==> run_1/met4.png <==
Scale: 6 px per um. Supply wires on this layer in grey.
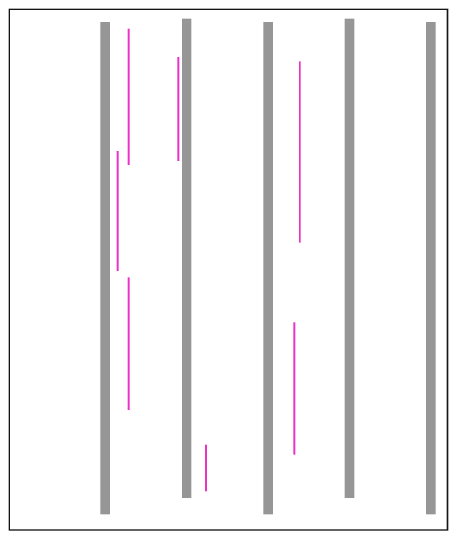
==> run_1/met1.png <==
Scale: 6 px per um. Supply wires on this layer in grey. Cells faint in the background.
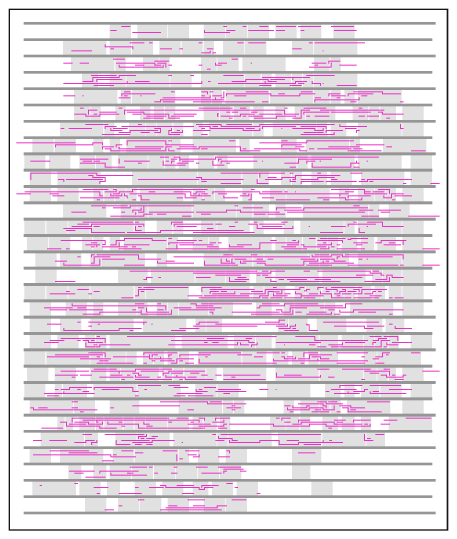
==> run_1/final_congestion.png <==
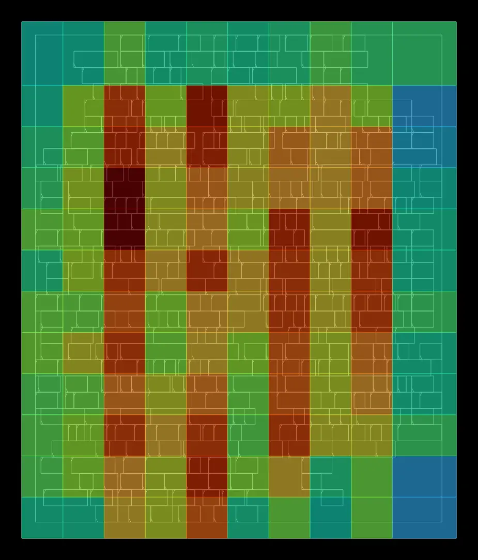
==> run_1/met3.png <==
Scale: 4 px per um. Cells faint in the background.
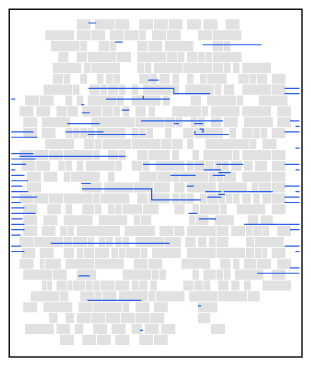
--- src/rtl/cfg_write_arbiter.sv ---
// rtl/cfg_write_arbiter.sv - two-requester round-robin config register writer with shadowed PWM duty
module cfg_write_arbiter #(
    parameter int unsigned DUTY_SHADOW = 1,
    parameter logic [7:0]  RST_DUTY    = 8'h00
) (
    input  logic       clk,
    input  logic       rst_n,
    input  logic       req0_valid,
    input  logic [6:0] req0_addr,
    input  logic [7:0] req0_data,
    output logic       req0_ready,
    input  logic       req1_valid,
    input  logic [6:0] req1_addr,
    input  logic [7:0] req1_data,
    output logic       req1_ready,
    input  logic       period_end,
    output logic [7:0] en_reg_out_7_0,
    output logic [7:0] en_reg_out_15_8,
    output logic [7:0] en_reg_pwm_7_0,
    output logic [7:0] en_reg_pwm_15_8,
    output logic [7:0] pwm_duty_cycle,
    output logic       duty_pending,
    output logic       wr_err
);
    typedef enum logic {IDLE = 1'b0, GRANT = 1'b1} state_t;

    localparam logic [6:0] ADDR_DUTY = 7'h04;

    state_t     state_q;
    logic       gnt_q;
    logic       last_grant_q;
    logic [6:0] addr_q;
    logic [7:0] data_q;
    logic [1:0] ready_q;
    logic       err_q;
    logic [7:0] out_lo_q;
    logic [7:0] out_hi_q;
    logic [7:0] pwm_lo_q;
    logic [7:0] pwm_hi_q;
    logic [7:0] shadow_q;
    logic [7:0] duty_q;

    logic       gnt_d;
    logic [6:0] addr_d;
    logic [7:0] data_d;

    // On a tie the requester that was not served last wins.
    always_comb begin
        gnt_d = req1_valid;
        if (req0_valid && req1_valid) begin
            gnt_d = ~last_grant_q;
        end
        addr_d = gnt_d ? req1_addr : req0_addr;
        data_d = gnt_d ? req1_data : req0_data;
    end

    always_ff @(posedge clk) begin
        if (!rst_n) begin
            state_q      <= IDLE;
            gnt_q        <= 1'b0;
            last_grant_q <= 1'b1;
            addr_q       <= 7'h00;
            data_q       <= 8'h00;
            ready_q      <= 2'b00;
            err_q        <= 1'b0;
            out_lo_q     <= 8'h00;
            out_hi_q     <= 8'h00;
            pwm_lo_q     <= 8'h00;
            pwm_hi_q     <= 8'h00;
            shadow_q     <= RST_DUTY;
            duty_q       <= RST_DUTY;
        end else begin
            ready_q <= 2'b00;
            err_q   <= 1'b0;
            if (DUTY_SHADOW != 0 && period_end) begin
                duty_q <= shadow_q;
            end
            case (state_q)
                IDLE: begin
                    if (req0_valid || req1_valid) begin
                        state_q <= GRANT;
                        gnt_q   <= gnt_d;
                        addr_q  <= addr_d;
                        data_q  <= data_d;
                        ready_q <= gnt_d ? 2'b10 : 2'b01;
                        err_q   <= addr_d > ADDR_DUTY;
                    end
                end
                GRANT: begin
                    state_q      <= IDLE;
                    last_grant_q <= gnt_q;
                    // A duty write coinciding with period_end goes straight to the active register.
                    case (addr_q)
                        7'h00: out_lo_q <= data_q;
                        7'h01: out_hi_q <= data_q;
                        7'h02: pwm_lo_q <= data_q;
                        7'h03: pwm_hi_q <= data_q;
                        ADDR_DUTY: begin
                            shadow_q <= data_q;
                            if (DUTY_SHADOW == 0 || period_end) begin
                                duty_q <= data_q;
                            end
                        end
                        default: ;
                    endcase
                end
                default: state_q <= IDLE;
            endcase
        end
    end

    // The completion pulse is masked while reset is held so an aborted grant never signals done.
    assign req0_ready      = ready_q[0] & rst_n;
    assign req1_ready      = ready_q[1] & rst_n;
    assign wr_err          = err_q & rst_n;
    assign en_reg_out_7_0  = out_lo_q;
    assign en_reg_out_15_8 = out_hi_q;
    assign en_reg_pwm_7_0  = pwm_lo_q;
    assign en_reg_pwm_15_8 = pwm_hi_q;
    assign pwm_duty_cycle  = duty_q;
    assign duty_pending    = (DUTY_SHADOW != 0) && (shadow_q != duty_q);
endmodule

--- config.mk ---
export PLATFORM = sky130hd
export DESIGN_NAME = cfg_write_arbiter
export DESIGN_NICKNAME = d
export VERILOG_FILES = /design/src/rtl/cfg_write_arbiter.sv
export SDC_FILE = /design/constraint.sdc
export NUM_CORES = 1
export LEC_CHECK = 0
export CORE_ASPECT_RATIO = 1.2
export CORE_MARGIN = 2
export CORE_UTILIZATION = 52
export CTS_CLUSTER_SIZE = 14
export DETAILED_ROUTE_END_ITERATION = 8
export PLACE_DENSITY = 0.85
export SYNTH_ARGS = -nofsm -noshare
export SYNTH_HDL_FRONTEND = slang
export SYNTH_SLANG_ARGS = --single-unit
--- constraint.sdc ---
create_clock -name clk -period 3 [get_ports clk]
set_input_delay 0.3 -clock clk [delete_from_list [all_inputs] [get_ports clk]]
set_output_delay 0.3 -clock clk [all_outputs]
set_load 0.01 [all_outputs]
==> reports/metrics.yaml, run 1 <==
clocking:
  cts_buffers: 9
  hold_buffers: 0
yosys:
  yosys.area_share.adder: 0
  common_cells: "dfxtp_1 (69), o21ai_0 (58), nand3_1 (40)"
  edf_count: 0
  synth_nets: 352
  syn_area_um2: 2950
  ys_sh_mux: 0.0576
  ys_sh_simple: 0.139
  yosysMostFrequentCell: "dfxtp_1"
sta:
  finalMaxSlewViolations: 0
  setup_viol: 0
  fin_hold_ws_ps: 476
  hold_violations: 0
  maxSlewHeadroom: 0.573
global_routing:
  grt_antenna_before_repair: 0
  grt_usage: 0.255
outcome:
  status: "finished, final reports clean"
flow_run:
  drv_cap: 0
setup_path:
  cp-startpoint: "pwm_duty_cycle[6]"
  worst-path-buf-inv: 1
  r2r_start: "state_q"
  path_delay_family: "buffers and inverters"
  critPathCaptureType: "output port"
power_and_ir_drop:
  pwr-share-comb: 0.122
  p_clk_frac: 0.420
  p_total_mw: 2.20
placement:
  gp_congestion: 0.766
  port_buffers: 78
die:
  io_pins: 79
## Picture notes: met4.png
wire length on this layer: 140 um
nets with wire on the layer: 5
longest straight run: 29.9 um
main direction: vertical
share of all routed wire: 1.9%

## Picture notes: met1.png
share of all routed wire: 41%
wire length on this layer: 3120 um
longest straight run: 27.1 um
nets with wire on the layer: 378
main direction: horizontal

## Picture notes: final_congestion.png
wire per inst: 16.6 um
grt met2 use: 0.402
Layout Utilization: 0.715
GR peak layer: met2

## Picture notes: met3.png
main direction: horizontal
wire length on this layer: 441 um
longest straight run: 29.4 um
nets with wire on the layer: 64

run 1: final cells by class:
type / instances / share of cell area
Clock buffer: 9 / 0.0312
Clock inverter: 7 / 0.0306
Inverter: 1 / 0.000945
Multi-Input combinational cell: 220 / 0.362
Sequential cell: 69 / 0.348
Tap cell: 64 / 0.0202
Timing Repair Buffer: 84 / 0.208
run 1: cell families after synthesis:
| group | Yosys count |
|---|---|
| AND-OR/OR-AND | 131 |
| flip-flops | 69 |
| buffers and inverters | 28 |
| multiplexers | 17 |
| XOR/XNOR | 8 |
| AND/OR/NAND/NOR | 64 |
run 1: metal layers:
layer	track usage	vias up	wire [um]
met5	0	-	0
met4	0.131	0	140
met1	0.320	1297	3120
met3	0.0640	15	441
met2	0.402	108	3830
li1	-	1305	-
==> run_1/metal_stack.png <==
Scale: 6 px per um. Two of the layers only.
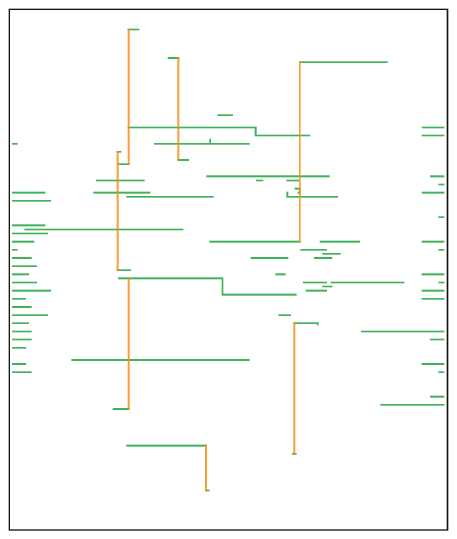

==> inputs of run 2 (changes only) <==
--- a/config.mk
+++ b/config.mk
@@ -7,10 +7,10 @@
 export LEC_CHECK = 0
 export CORE_ASPECT_RATIO = 1.2
 export CORE_MARGIN = 2
-export CORE_UTILIZATION = 52
+export CORE_UTILIZATION = 43
 export CTS_CLUSTER_SIZE = 14
 export DETAILED_ROUTE_END_ITERATION = 8
-export PLACE_DENSITY = 0.85
+export PLACE_DENSITY = 0.75
 export SYNTH_ARGS = -nofsm -noshare
 export SYNTH_HDL_FRONTEND = slang
 export SYNTH_SLANG_ARGS = --single-unit
==> constraint.sdc (replaced) <==
create_clock -name clk -period 1.8 [get_ports clk]
set_input_delay 0.18 -clock clk [delete_from_list [all_inputs] [get_ports clk]]
set_output_delay 0.18 -clock clk [all_outputs]
set_load 0.01 [all_outputs]
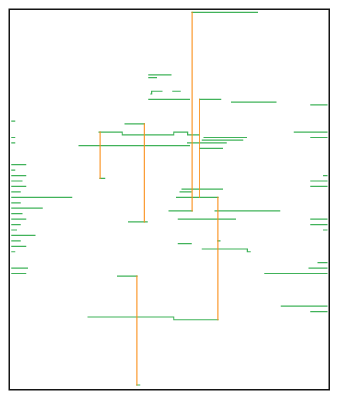
(run_2/metal_stack.png)
Scale: 4 px per um. Two of the layers only.
| layer | colour | wire length |
|---|---|---|
| met4 | orange | 168 um |
| met3 | green | 413 um |

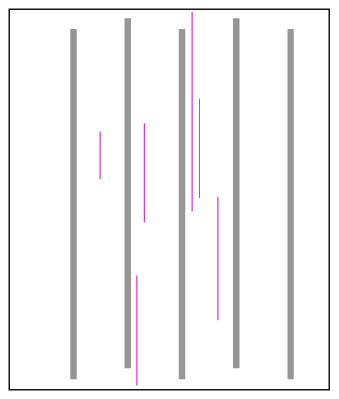
(run_2/met4.png)
Scale: 4 px per um. Supply wires on this layer in grey.
share of all routed wire: 2.2%
longest straight run: 49.6 um
nets with wire on the layer: 4
main direction: vertical

==> run 2 against run 1 <==
Non-clock buffer count grew 3. Global-route usage shrank 4.3 points. First-iteration DRC count decreased by 35%. Sequential share of layout area is 0.29 points lower. Utilization decreased by 12 points. Count of clock-buffer cells in the layout is 1 higher. Power grew 55%. Critical path depth down 1. Combinational power increased by 72%. Clock skew barely moved. Critical endpoint is now req1_ready. Area after synthesis did not move. Highest routed layer unchanged. Cell count rose by 5.7%.
==> reports/metrics.yaml, run 2 <==
global_routing:
  use_met1: 0.272  # was 0.320
  grt_antenna_before_repair: 0  # unchanged
  grt_busiest_layer: "met2"  # unchanged
  grt_usage: 0.211  # was 0.255
  use_met2: 0.333  # was 0.402
  met3_usage: 0.0478  # was 0.0640
final_layout:
  seq_share: 0.345  # was 0.348
  buffers_excl_clock: 87  # was 84
  comb_cells: 220  # unchanged
  clkbuf_count: 10  # was 9
  nonClkBufAreaFrac: 0.218  # was 0.208
  inv_count: 1  # unchanged
  clockNetworkAreaShare: 0.0500  # was 0.0617
  utilization: 0.595  # was 0.715
  comb_area_share: 0.359  # was 0.362
flow_run:
  drv_cap: 0  # unchanged
outcome:
  status: "finished, final reports clean"  # unchanged
clocking:
  hold_buffers: 0  # unchanged
  cts_resized: 1  # was 0
die:
  die_area_um2: 7550  # was 6300 um^2
  io_pins: 79  # unchanged
yosys:
  common_cells: "dfxtp_1 (69), o21ai_0 (58), nand3_1 (40)"  # unchanged
  yosysMostFrequentCell: "dfxtp_1"  # unchanged
  synth_nets: 352  # unchanged
  edf_count: 0  # unchanged
  yosys.area_share.adder: 0  # unchanged
  ys_sh_simple: 0.139  # unchanged
sta:
  maxSlewHeadroom: 0.679  # was 0.573
  setup_viol: 0  # unchanged
  finalMaxSlewViolations: 0  # unchanged
  fin_hold_ws_ps: 459  # was 476 ps
detailed_routing:
  wl_met1_um: 3310  # was 3120 um
  dr_wl_met2_um: 3600  # was 3830 um
  maxUsedRoutingLayer: "met4"  # unchanged
  wl_met3_um: 413  # was 441 um
  wl_per_cell_um: 15.6  # was 16.6 um
setup_path:
  r2r_start: "addr_q[6]"  # was state_q
  worst-path-buf-inv: 2  # was 1
  path_delay_family: "buffers and inverters"  # unchanged
power_and_ir_drop:
  power-per-cell-area_nw_per_um2: 850  # was 553 nW/um^2
  p_total_mw: 3.41  # was 2.20 mW
  pwr-share-comb: 0.135  # was 0.122
  p_clk_frac: 0.372  # was 0.420
placement:
  gp_congestion: 0.762  # was 0.766
[run 2: cell counts after synthesis]
Identical to the previous run, type by type.
[run 2: worst max-delay path by stage]
stage | to | startpoint | slack, ps
after floorplan | pwm_duty_cycle[4] | addr_q[6] | 360
final | req1_ready | rst_n | 110
after detailed placement | req1_ready | rst_n | 90
after CTS | duty_pending | pwm_duty_cycle[5] | 70
after global placement | req1_ready | rst_n | 120
after global routing | duty_pending | pwm_duty_cycle[5] | 10
[run 2: per-stage QoR]
step	setup slack, ps	instances
2_1_floorplan	361	317
3_3_place_gp	118	464
3_5_place_dp	88.4	464
4_1_cts	72.7	480
5_1_grt	10.6	480
6_report	107	480
Power figures rest on the tool's default switching activity, not on a simulated workload.
